Run 1, signal wires on met3:
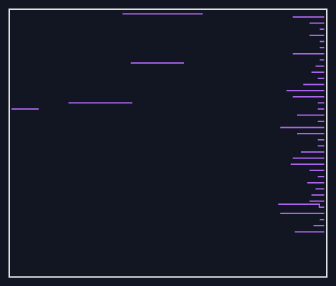
Run 1, nets reached from selected ports:
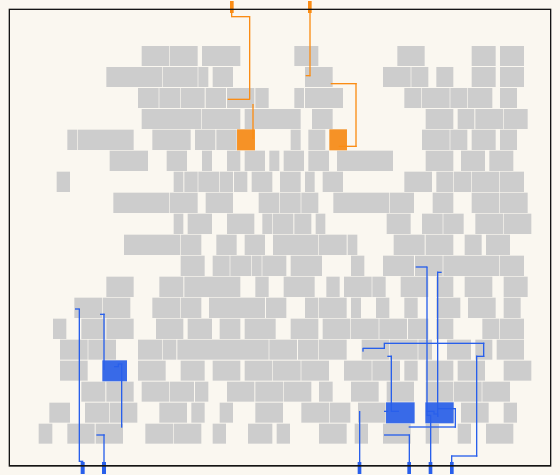
Run 1, placement view:
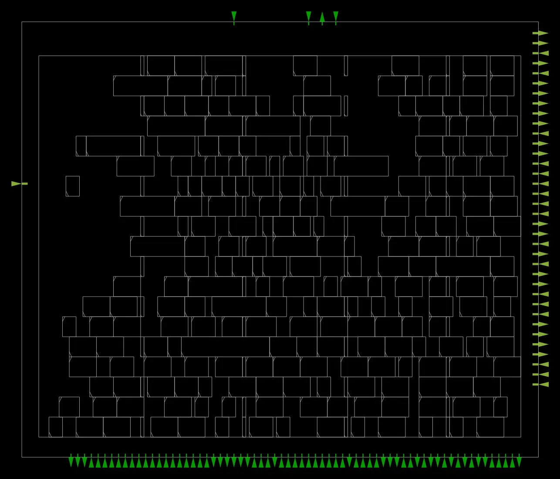
Run 1, routed metal per tile:
14 x 12 tiles, from black (low) to pale yellow (high), scaled to the fullest tile. Values are wire area over tile area, all layers added.
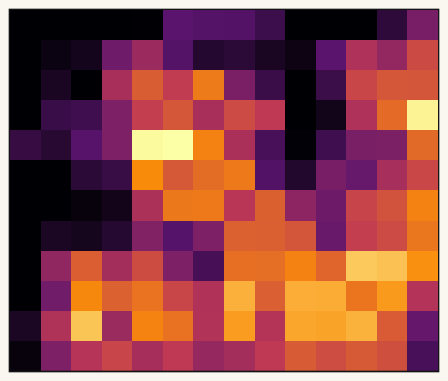
==> src/rtl/ram_arb_pkg.sv <==
// Shared definitions for the two-master RAM arbiter.
// Holds the requester count, default widths and the one-hot grant/owner type
// used by both the arbiter top and its grant sub-block.
package ram_arb_pkg;

    localparam int NUM_REQ       = 2;
    localparam int DEF_ADDR_W    = 3;
    localparam int DEF_DATA_W    = 16;
    localparam int DEF_MAX_BURST = 4;

    // One-hot per master; all-zero means "no grant" / "no owner".
    typedef logic [NUM_REQ-1:0] grant_t;

    localparam grant_t OWNER_NONE = '0;

    // Index of the set bit in a one-hot grant (meaningful only when non-zero).
    function automatic logic grant_idx(input grant_t g);
        return g[1];
    endfunction

endpackage

==> src/rtl/rr_grant2.sv <==
// Combinational two-way round-robin grant with lock override.
// Ports:
//   valid    - per-master request valid
//   prio_ptr - preferred master when both request (0 or 1)
//   owner    - one-hot lock owner, OWNER_NONE when unlocked
//   burst_ok - owner has not yet used its full burst allowance
//   grant    - one-hot grant, at most one bit set
module rr_grant2
    import ram_arb_pkg::*;
(
    input  grant_t valid,
    input  logic   prio_ptr,
    input  grant_t owner,
    input  logic   burst_ok,
    output grant_t grant
);

    always_comb begin
        grant = OWNER_NONE;
        // owner is one-hot, so owner & valid is the owner's bit when it still asks
        if (burst_ok && ((owner & valid) != OWNER_NONE)) begin
            grant = owner & valid;
        end else begin
            case (valid)
                2'b01:   grant = 2'b01;
                2'b10:   grant = 2'b10;
                2'b11:   grant = prio_ptr ? 2'b10 : 2'b01;
                default: grant = OWNER_NONE;
            endcase
        end
    end

endmodule

==> src/rtl/ram_arbiter_2p.sv <==
// Two-master round-robin arbiter in front of one single-port byte-enable RAM.
// Ports:
//   clk, rst                 - clock, synchronous active-high reset
//   req_valid/req_ready      - per-master request handshake (ready = grant)
//   req_lock                 - master wants to keep the RAM next cycle
//   req_we/req_be/req_addr/req_wdata - packed per-master request fields
//   rsp_valid/rsp_rdata      - read response one cycle after a read grant
//   ram_we/ram_byte_en/ram_addr/ram_data_in - RAM control, driven only here
//   ram_data_out             - RAM registered read data
module ram_arbiter_2p
    import ram_arb_pkg::*;
#(
    parameter int ADDR_W    = DEF_ADDR_W,
    parameter int DATA_W    = DEF_DATA_W,
    parameter int BE_W      = DATA_W / 8,
    parameter int MAX_BURST = DEF_MAX_BURST
) (
    input  logic                        clk,
    input  logic                        rst,
    input  logic [NUM_REQ-1:0]          req_valid,
    output logic [NUM_REQ-1:0]          req_ready,
    input  logic [NUM_REQ-1:0]          req_lock,
    input  logic [NUM_REQ-1:0]          req_we,
    input  logic [NUM_REQ*BE_W-1:0]     req_be,
    input  logic [NUM_REQ*ADDR_W-1:0]   req_addr,
    input  logic [NUM_REQ*DATA_W-1:0]   req_wdata,
    output logic [NUM_REQ-1:0]          rsp_valid,
    output logic [DATA_W-1:0]           rsp_rdata,
    output logic                        ram_we,
    output logic [BE_W-1:0]             ram_byte_en,
    output logic [ADDR_W-1:0]           ram_addr,
    output logic [DATA_W-1:0]           ram_data_in,
    input  logic [DATA_W-1:0]           ram_data_out
);

    localparam int CNT_W = $clog2(MAX_BURST + 1);
    localparam logic [CNT_W-1:0] CNT_MAX = CNT_W'(MAX_BURST);

    // Per-master views of the packed request buses
    logic [BE_W-1:0]   be_m    [NUM_REQ];
    logic [ADDR_W-1:0] addr_m  [NUM_REQ];
    logic [DATA_W-1:0] wdata_m [NUM_REQ];

    genvar gi;
    generate
        for (gi = 0; gi < NUM_REQ; gi++) begin : g_unpack
            assign be_m[gi]    = req_be[gi*BE_W +: BE_W];
            assign addr_m[gi]  = req_addr[gi*ADDR_W +: ADDR_W];
            assign wdata_m[gi] = req_wdata[gi*DATA_W +: DATA_W];
        end
    endgenerate

    logic             prio_ptr_q,  prio_ptr_d;
    grant_t           owner_q,     owner_d;
    logic [CNT_W-1:0] burst_cnt_q, burst_cnt_d;
    grant_t           rsp_tag_q,   rsp_tag_d;

    grant_t grant_raw;
    grant_t grant;
    logic   granted;
    logic   sel;
    logic   burst_ok;

    assign burst_ok = (burst_cnt_q < CNT_MAX);

    rr_grant2 u_grant (
        .valid    (req_valid),
        .prio_ptr (prio_ptr_q),
        .owner    (owner_q),
        .burst_ok (burst_ok),
        .grant    (grant_raw)
    );

    // No grants while reset is held, so nothing reaches the RAM or the tag.
    assign grant     = rst ? OWNER_NONE : grant_raw;
    assign granted   = (grant != OWNER_NONE);
    assign sel       = grant_idx(grant);
    assign req_ready = grant;

    // RAM control mux; idle value is a harmless read of address 0.
    always_comb begin
        ram_we      = 1'b0;
        ram_byte_en = '0;
        ram_addr    = '0;
        ram_data_in = '0;
        if (granted) begin
            ram_we      = req_we[sel];
            ram_byte_en = req_we[sel] ? be_m[sel] : '0;
            ram_addr    = addr_m[sel];
            ram_data_in = wdata_m[sel];
        end
    end

    // Response tag is registered; data is the RAM's own registered output.
    // Masking by rst drops a response that would land in a reset cycle.
    assign rsp_valid = rst ? '0 : rsp_tag_q;
    assign rsp_rdata = (rsp_valid != '0) ? ram_data_out : '0;

    always_comb begin
        prio_ptr_d  = prio_ptr_q;
        owner_d     = OWNER_NONE;
        burst_cnt_d = '0;
        rsp_tag_d   = OWNER_NONE;
        if (granted) begin
            prio_ptr_d = ~sel;
            rsp_tag_d  = req_we[sel] ? OWNER_NONE : grant;
            if (req_lock[sel]) begin
                owner_d = grant;
                if (owner_q == grant) begin
                    // Saturate: once exhausted the owner only wins uncontested
                    burst_cnt_d = burst_ok ? burst_cnt_q + CNT_W'(1) : burst_cnt_q;
                end else begin
                    burst_cnt_d = CNT_W'(1);
                end
            end
        end
        // Without a transfer nobody is requesting, so any lock is released.
    end

    always_ff @(posedge clk) begin
        if (rst) begin
            prio_ptr_q  <= 1'b0;
            owner_q     <= OWNER_NONE;
            burst_cnt_q <= '0;
            rsp_tag_q   <= OWNER_NONE;
        end else begin
            prio_ptr_q  <= prio_ptr_d;
            owner_q     <= owner_d;
            burst_cnt_q <= burst_cnt_d;
            rsp_tag_q   <= rsp_tag_d;
        end
    end

endmodule
==> config.mk <==
export PLATFORM = sky130hd
export DESIGN_NAME = ram_arbiter_2p
export DESIGN_NICKNAME = d
export VERILOG_FILES = /design/src/rtl/ram_arb_pkg.sv /design/src/rtl/rr_grant2.sv /design/src/rtl/ram_arbiter_2p.sv
export SDC_FILE = /design/constraint.sdc
export NUM_CORES = 1
export LEC_CHECK = 0
export CAP_MARGIN = 30
export CORE_AREA = 2 2 68 57
export CTS_CLUSTER_SIZE = 24
export DETAILED_ROUTE_END_ITERATION = 10
export DIE_AREA = 0 0 70 59
export PLACE_DENSITY_LB_ADDON = 0.3
export SLEW_MARGIN = 5
export SYNTH_ARGS = -nofsm -noshare
export SYNTH_HDL_FRONTEND = slang
export SYNTH_SLANG_ARGS = --single-unit
==> constraint.sdc <==
create_clock -name clk -period 2.5 [get_ports clk]
set_input_delay 0.625 -clock clk [delete_from_list [all_inputs] [get_ports clk]]
set_output_delay 0.625 -clock clk [all_outputs]
set_load 0.02 [all_outputs]
==> run summary, run 1 <==
impl run done, here's what came out: clock slew at reported path FFs=approximately 0.040 ns, area added between synthesis and finish=143%, largest contributor to cell area by class=buffers, internal power consumption=0.434 mW, reported combinational group power=between 0.3 and 0.4 mW, slack of the worst reg-to-reg path=approximately 1.0 ns, total track usage=0.195, chip area=a little over 4000 um^2, MI comb cells=81, type of the tightest min-delay check=register to register, relative area of clock buffers and inverters in the final design=0.0194, data arrival time of the critical path=roughly 1.8 ns, initial antenna violation count=0, post-route met1 wirelength=~1700 um, highest-count cells in the layout ignoring fill and taps=sky130_fd_sc_hd__clkdlybuf4s50_1, sky130_fd_sc_hd__buf_4, sky130_fd_sc_hd__buf_2, number of antenna cells inserted=0, Reg-to-Reg End=burst_cnt_q[0], fraction of power consumed by sequential logic=0.223, number of nets at floorplan=around 170, run status=finished, final reports clean, Simple-Gate Area Share=0.280, insertion delay at the late pin of the worst-skew pair=~0.23 ns, final RePlAce weighted congestion=~0.8, Main power group=combinational cells, final routed wire length divided by cell count=14.7 um
About 'signal wires on met3':
wire length on this layer: 184 um
main direction: horizontal

About 'nets reached from selected ports':
legend:
  req_addr:
    color: blue
    bits: 6
    direction: input
    end_cells: 3
    buffers: 6
    wire: 160 um
  req_lock:
    color: orange
    bits: 2
    direction: input
    end_cells: 2
    buffers: 2
    wire: 43.2 um

About 'placement view':
fin cells: 276
count of inserted tapcells: 42

About 'routed metal per tile':
fullest tile: 0.38
emptiest ninth of the die: top left
densest ninth of the die: bottom right
nearly empty tiles: 14%
tiles over half the peak: 41%

run 1: cells by family (layout without fill, tap and decap cells):
logic type / after synthesis / count (layout)
AND-OR/OR-AND: 36 / 36
AND/OR/NAND/NOR: 40 / 40
XOR/XNOR: 1 / 1
adder cells (fa/ha/maj): 1 / 1
multiplexers: 3 / 3
flip-flops: 8 / 8
buffers and inverters: 14 / 145
run 1: worst max path at each step:
stage                 endpoint  depth (start not counted)    startpoint  slack [ns]
2_1_floorplan    rsp_rdata[10]                          4           rst        0.15
3_3_place_gp    ram_data_in[7]                          7  req_valid[0]       -0.74
3_5_place_dp     rsp_rdata[11]                          5           rst       -0.90
4_1_cts         ram_byte_en[1]                          8  req_valid[0]      0.0006
5_1_grt         ram_data_in[4]                          7  req_valid[0]       0.007
6_report       ram_data_in[13]                          8  req_valid[0]        0.06
run 1: cell usage after synthesis:
master                      instances  area (um^2)
sky130_fd_sc_hd__a211o_2            1         10.0
sky130_fd_sc_hd__a211oi_1           3         22.5
sky130_fd_sc_hd__a211oi_4           1         20.0
sky130_fd_sc_hd__a21oi_1            3         15.0
sky130_fd_sc_hd__a22o_1             9         78.8
sky130_fd_sc_hd__a22o_2            10          100
sky130_fd_sc_hd__a31oi_1            1         6.26
sky130_fd_sc_hd__and2b_2            1         8.76
sky130_fd_sc_hd__and3_1             1         6.26
sky130_fd_sc_hd__buf_12             1         20.0
sky130_fd_sc_hd__buf_2              1         5.00
sky130_fd_sc_hd__buf_6              4         45.0
sky130_fd_sc_hd__clkbuf_1           1         3.75
sky130_fd_sc_hd__dfxtp_1            8          160
sky130_fd_sc_hd__ha_1               1         12.5
sky130_fd_sc_hd__inv_1              7         26.3
sky130_fd_sc_hd__mux2i_1            3         30.0
sky130_fd_sc_hd__nand2_1            6         22.5
sky130_fd_sc_hd__nand2b_4           1         13.8
sky130_fd_sc_hd__nand3_1            4         20.0
sky130_fd_sc_hd__nand4_1            2         12.5
sky130_fd_sc_hd__nor2_1             3         11.3
sky130_fd_sc_hd__nor2b_1           18          113
sky130_fd_sc_hd__nor2b_4            1         13.8
sky130_fd_sc_hd__nor3_2             1         10.0
sky130_fd_sc_hd__nor3b_1            1         7.51
sky130_fd_sc_hd__nor4_1             1         6.26
sky130_fd_sc_hd__o2111ai_1          1         8.76
sky130_fd_sc_hd__o211a_1            1         10.0
sky130_fd_sc_hd__o211ai_1           2         15.0
sky130_fd_sc_hd__o21ai_0            1         5.00
sky130_fd_sc_hd__o2bb2a_1           1         10.0
sky130_fd_sc_hd__o311a_1            1         10.0
sky130_fd_sc_hd__o31ai_1            1         7.51
sky130_fd_sc_hd__xnor2_1            1         8.76
run 1: critical path, cell delays in order:
cell and delay [ns]:
sky130_fd_sc_hd__buf_2 0.14, sky130_fd_sc_hd__inv_4 0.06, sky130_fd_sc_hd__a211oi_4 0.23, sky130_fd_sc_hd__buf_6 0.14
sky130_fd_sc_hd__nor3_4 0.04, sky130_fd_sc_hd__buf_2 0.15, sky130_fd_sc_hd__a22o_2 0.26, sky130_fd_sc_hd__buf_4 0.16
run 1: state kept, by name, summed over array words and instances (netlist names):
register,cells
prio_ptr_q,1
rsp_tag_q,2
burst_cnt_q,3
owner_q,2
==> run 1 -> run 2 <==
==> constraint.sdc (replaced) <==
create_clock -name clk -period 2.7 [get_ports clk]
set_input_delay 0.675 -clock clk [delete_from_list [all_inputs] [get_ports clk]]
set_output_delay 0.675 -clock clk [all_outputs]
set_load 0.005 [all_outputs]
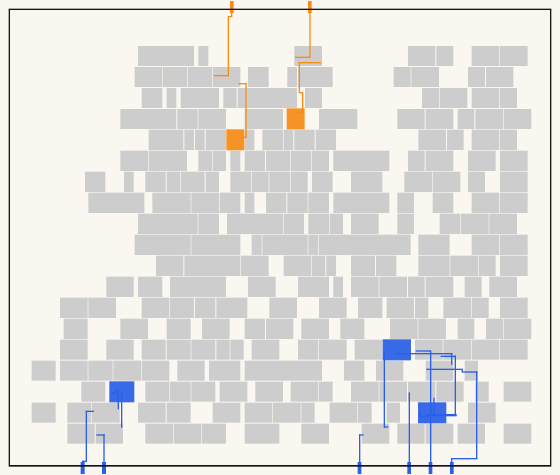
Run 2: nets reached from selected ports
legend:
  req_addr:
    color: blue
    bits: 6
    direction: input
    end_cells: 3
    buffers: 6
    wire: 109 um
  req_lock:
    color: orange
    bits: 2
    direction: input
    end_cells: 2
    buffers: 2
    wire: 37.4 um

==> run summary, run 2 <==
impl run done, here's what came out: flip-flops with a built-in enable=0 (unchanged), final setup vio count=1, worst-case setup margin in the final layout=-0.0318 ns, depth of the CTS H-tree=1, flip-flop count of the largest register after layout=3 (unchanged), total track usage=0.214 (+0.0194), Top FF cell, synth=sky130_fd_sc_hd__dfxtp_1, Main area contributors=sky130_fd_sc_hd__dfxtp_1, sky130_fd_sc_hd__nor2b_1, sky130_fd_sc_hd__a22o_2, clock slew at reported path FFs=0.04 ns (about the same), clock skew=about 0.0024 ns, pin count of the biggest net entering global routing=17, clock root buffer master=sky130_fd_sc_hd__clkbuf_8, register with the most flip-flops=burst_cnt_q, area added between synthesis and finish=157%, CP startpoint=rst, Max-area cell share=0.183 (unchanged), chip area=4130 um^2 (unchanged), number of buffer and inverter instances along the worst setup path=4 (-1), Antenna Nets Post-Route=0, most frequent cell after synthesis=sky130_fd_sc_hd__nor2b_1, initial antenna violation count=0 (unchanged), ranking of synthesized cells by instance count=sky130_fd_sc_hd__nor2b_1, sky130_fd_sc_hd__a22o_2, sky130_fd_sc_hd__a22o_1, data arrival time of the critical path=2.06 ns (+0.24 ns), internal power consumption=0.420 mW (-3.2%), largest registers ranked by flip-flop count=burst_cnt_q x3, owner_q x2, rsp_tag_q x2, family of cells with the greatest summed delay on the critical path=buffers and inverters, crit path max-delay cell type=sky130_fd_sc_hd__clkdlybuf4s15_2, pin slew with the least headroom to its limit=~0.34 ns, highest-count cells in the layout ignoring fill and taps=sky130_fd_sc_hd__clkdlybuf4s50_1, sky130_fd_sc_hd__buf_4, sky130_fd_sc_hd__nor2b_1, fraction of power consumed by sequential logic=0.227 (+0.004), insertion delay at the late pin of the worst-skew pair=0.23 ns (about the same), share of synthesized registers carrying an async set or reset=0 (unchanged), net switching power=between 0.15 and 0.2 mW, ordered list of cells on the worst path=clkdlybuf4s15_2 > nor2_1 > o211a_4 > buf_6 > bufbuf_16 > a22o_1 > clkdlybuf4s15_1, post-placement setup slack=-0.732 ns, final RePlAce weighted congestion=0.828 (+0.36%), detailed-route DRC error count=0, final routed wire length divided by cell count=16.2 um (+9.8%), type of the tightest min-delay check=register to register, run status=finished with violations, largest area contributor in the netlist=sky130_fd_sc_hd__dfxtp_1, share of post-route cells with drive strength above 1=0.275, number of nets at floorplan=170 (unchanged), violations in the final reports=setup timing, portion of total power attributed to combinational logic=0.515, number of warnings printed during yosys synthesis=0
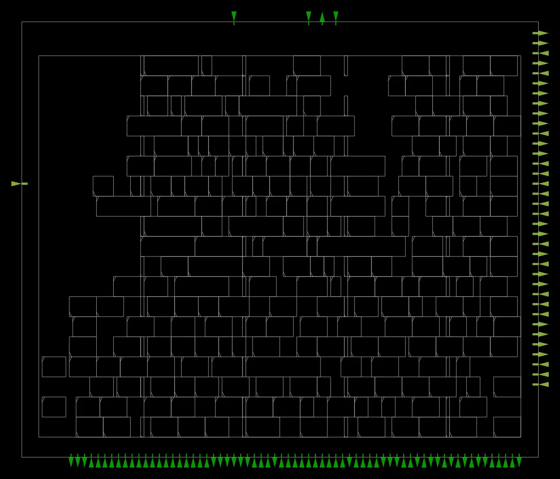
Run 2: placement view
fraction of area in registers: 0.0721
fin cells: 278
fillcell total: 276
row count: 19
final core utilization: 0.668

## run 2: cell counts after synthesis
Identical to the previous run, type by type.
## run 2: path summary, 6_finish.rpt
| kind | to | slack (ns) |
|---|---|---|
| worst max-delay path | ram_data_in[6] | -0.03 |
| worst min-delay path | burst_cnt_q[1] | 0.58 |
| worst max register to register | burst_cnt_q[0] | 1.21 |
| worst min register to register | burst_cnt_q[1] | 0.58 |
## run 2: cell families after synthesis
family | share of synthesized area
and+or+nand+nor | 0.280
AOI/OAI and AO/OA | 0.364
buffers and inverters | 0.114
DFF | 0.183
muxes | 0.0343
xor gates and xnor gates | 0.0100
adders and majority gates | 0.0143
## run 2: repair_timing
item / in CTS / in global routing
setup buffers: 8 / 1
gates resized: 57 / 13
pin swaps: 3 / 3
setup endpoints to repair: 40 / 35
gates cloned: 2 / 1
endpoints found under the hold margin: 0 / 0
## run 2: layout make-up
cell class,instances,area (um^2),area share
Inverter,7,28.8,0.0128
Clock buffer,3,41.3,0.0183
Multi-Input combinational cell,81,641,0.284
Timing Repair Buffer,137,1330,0.589
Sequential cell,8,163,0.0721
Tap cell,42,52.6,0.0233
## run 2: power groups by stage
stage	Combinational, mW	Sequential, mW	Clock (mW)
after floorplan	0.0862	0.130	0
after global placement	0.263	0.131	0
after detailed placement	0.270	0.132	0
after CTS	0.291	0.130	0.148
after global routing	0.311	0.131	0.154
final	0.294	0.130	0.147
## run 2: worst reg2reg max path: stages, from the launching register on
cell	delay (ns)
sky130_fd_sc_hd__dfxtp_2	0.34
sky130_fd_sc_hd__nand2b_4	0.17
sky130_fd_sc_hd__a211o_2	0.35
sky130_fd_sc_hd__buf_4	0.15
sky130_fd_sc_hd__nand2_1	0.14
sky130_fd_sc_hd__o2bb2a_1	0.23
## run 2: layer usage
metal	wire, um	vias to the layer above
li1	-	652
met2	2410	61
met5	0	-
met1	1730	639
met3	234	12
met4	125	0
## run 2: stage by stage
step	utilization	area [um^2]	TNS, ns	hold WS (ns)
2_1_floorplan	-	876	0	0.511
3_3_place_gp	0.614	2070	-20.60	0.524
3_5_place_dp	0.614	2070	-23.19	0.558
4_1_cts	0.669	2260	-0.155	0.584
5_1_grt	0.668	2250	-0.499	0.586
6_report	0.668	2250	-0.0318	0.576
==> run 2 -> run 3 <==
- CORE_AREA: 2 2 68 57 -> 2 2 71 56
- DIE_AREA: 0 0 70 59 -> 0 0 73 58
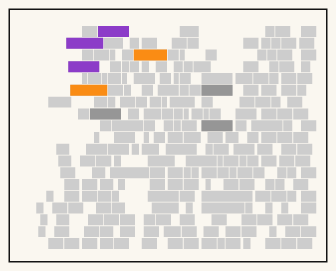
Run 3: sequential cells colored by netlist name
Other sequential cells in the stronger gray, the rest of the logic in the fainter gray.
legend:
  burst_cnt_q:
    color: purple
    flops: 3
  owner_q:
    color: orange
    flops: 2
not colored: 3

==> run summary, run 3 <==
impl run done, here's what came out: run status=finished with violations, violations in the final reports=setup timing, type of the tightest min-delay check=register to register, depth of the CTS H-tree=1 (unchanged), Top FF cell, synth=sky130_fd_sc_hd__dfxtp_1, chip area=4230 um^2 (+2.5%), slack of the worst reg-to-reg path=1.18 ns (-0.03 ns), summed area of non-filler cells in the final layout=2320 um^2 (+3.1%), clock slew at reported path FFs=0.04 ns (about the same), Main area contributors=sky130_fd_sc_hd__dfxtp_1, sky130_fd_sc_hd__nor2b_1, sky130_fd_sc_hd__a22o_2, Max-area cell share=0.183 (unchanged), clock root buffer master=sky130_fd_sc_hd__clkbuf_8, crit path max-delay cell type=sky130_fd_sc_hd__a22o_2, DR WL met3=254 um (+8.5%), number of nets at floorplan=170 (unchanged), highest routed layer=met4, pin slew with the least headroom to its limit=0.293 ns (-0.0467 ns), largest registers ranked by flip-flop count=burst_cnt_q x3, owner_q x2, rsp_tag_q x2, row count=19 (unchanged), final setup vio count=1 (unchanged), final RePlAce weighted congestion=0.790 (-4.5%), final routed wire length divided by cell count=15.9 um (-2.0%), data arrival time of the critical path=2.04 ns (-0.02 ns), area added between synthesis and finish=165%, total track usage=0.207 (-0.00702), register with the most flip-flops=burst_cnt_q, share of synthesized registers carrying an async set or reset=0 (unchanged), hold_ws=0.536 ns (-0.0403 ns), highest-count cells in the layout ignoring fill and taps=sky130_fd_sc_hd__clkdlybuf4s50_1, sky130_fd_sc_hd__buf_4, sky130_fd_sc_hd__nor2b_1, largest area contributor in the netlist=sky130_fd_sc_hd__dfxtp_1, most frequent cell after synthesis=sky130_fd_sc_hd__nor2b_1, worst-case setup margin in the final layout=-0.0168 ns (+0.0149 ns), share of post-route cells with drive strength above 1=0.340 (+0.0649), pin count of the biggest net entering global routing=17 (unchanged), summed negative setup slack over all endpoints=-0.0168 ns (+0.0149 ns), post-route met1 wirelength=1670 um (-4.0%)
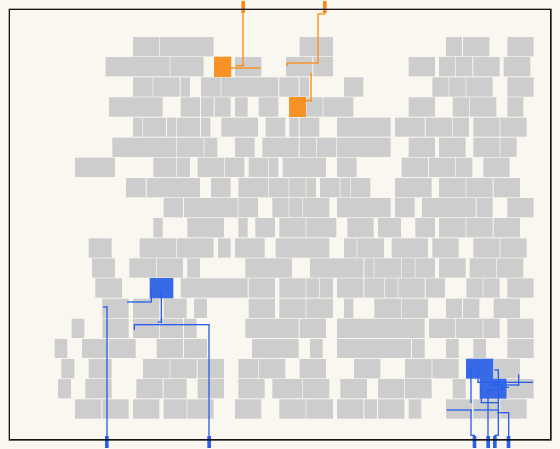
Run 3: nets reached from selected ports
Top Ports: 108
number of buffers inserted by port buffering: 107

[run 3: layer usage]
| layer | vias up | track usage |
|---|---|---|
| met2 | 47 | 0.420 |
| li1 | 661 | - |
| met3 | 2 | 0.0365 |
| met4 | 0 | 0.0397 |
| met1 | 640 | 0.221 |
| met5 | - | 0 |
[run 3: worst max-delay path: cells and delay by family]
| family | cells | cell delay (ns) |
|---|---|---|
| AND-OR/OR-AND | 2 | 0.49 |
| buffers and inverters | 7 | 0.84 |
| AND/OR/NAND/NOR | 1 | 0.04 |
[run 3: cell families (layout without fill, tap and decap cells)]
family          count (synthesis)  after routing  synth area share
simple gates                   40             40             0.280
compound gates                 36             36             0.364
buf+inv                        14            149             0.114
flops                           8              8             0.183
mux                             3              3            0.0343
fa+ha+maj                       1              1            0.0143
xor+xnor                        1              1            0.0100
[run 3: through the flow]
step	utilization	setup slack [ns]	instances
after floorplan	-	0.485	103
after global placement	0.585	-0.541	261
after detailed placement	0.585	-0.643	261
after CTS	0.646	-0.0544	278
after global routing	0.656	-0.0321	280
final	0.656	-0.0168	280
[run 3: what timing repair did]
action,4_1_cts,5_1_grt
setup endpoints to repair,40,39
gates cloned,2,1
pin swaps,9,3
hold buffers,0,0
setup buffers,13,2
gates resized,96,16
hold endpoints to repair,0,0
[run 3: report_power, final]
group	switching, mW	internal (mW)	leakage [nW]
clock	0.0522	0.0971	0.0216
combinational	0.0956	0.209	0.907
sequential	0.00612	0.122	0.0674
[run 3: area by class of cell]
cell class	instances	area, um^2
inverters	7	28.8
well taps	42	52.6
multi-input cells	81	662
repair buffers	139	1370
fillers	290	1220
flip-flops and latches	8	169
clock buffers	3	41.3
[run 3: worst max path at each step]
stage,from,endpoint,slack [ns]
after floorplan,req_valid[1],ram_addr[0],0.48
after global placement,req_valid[0],ram_byte_en[0],-0.54
after detailed placement,rst,rsp_rdata[1],-0.64
after CTS,req_valid[0],ram_data_in[7],-0.05
after global routing,req_valid[0],ram_data_in[10],-0.03
final,req_valid[0],ram_data_in[10],-0.02
Power and IR drop assume default switching activity.
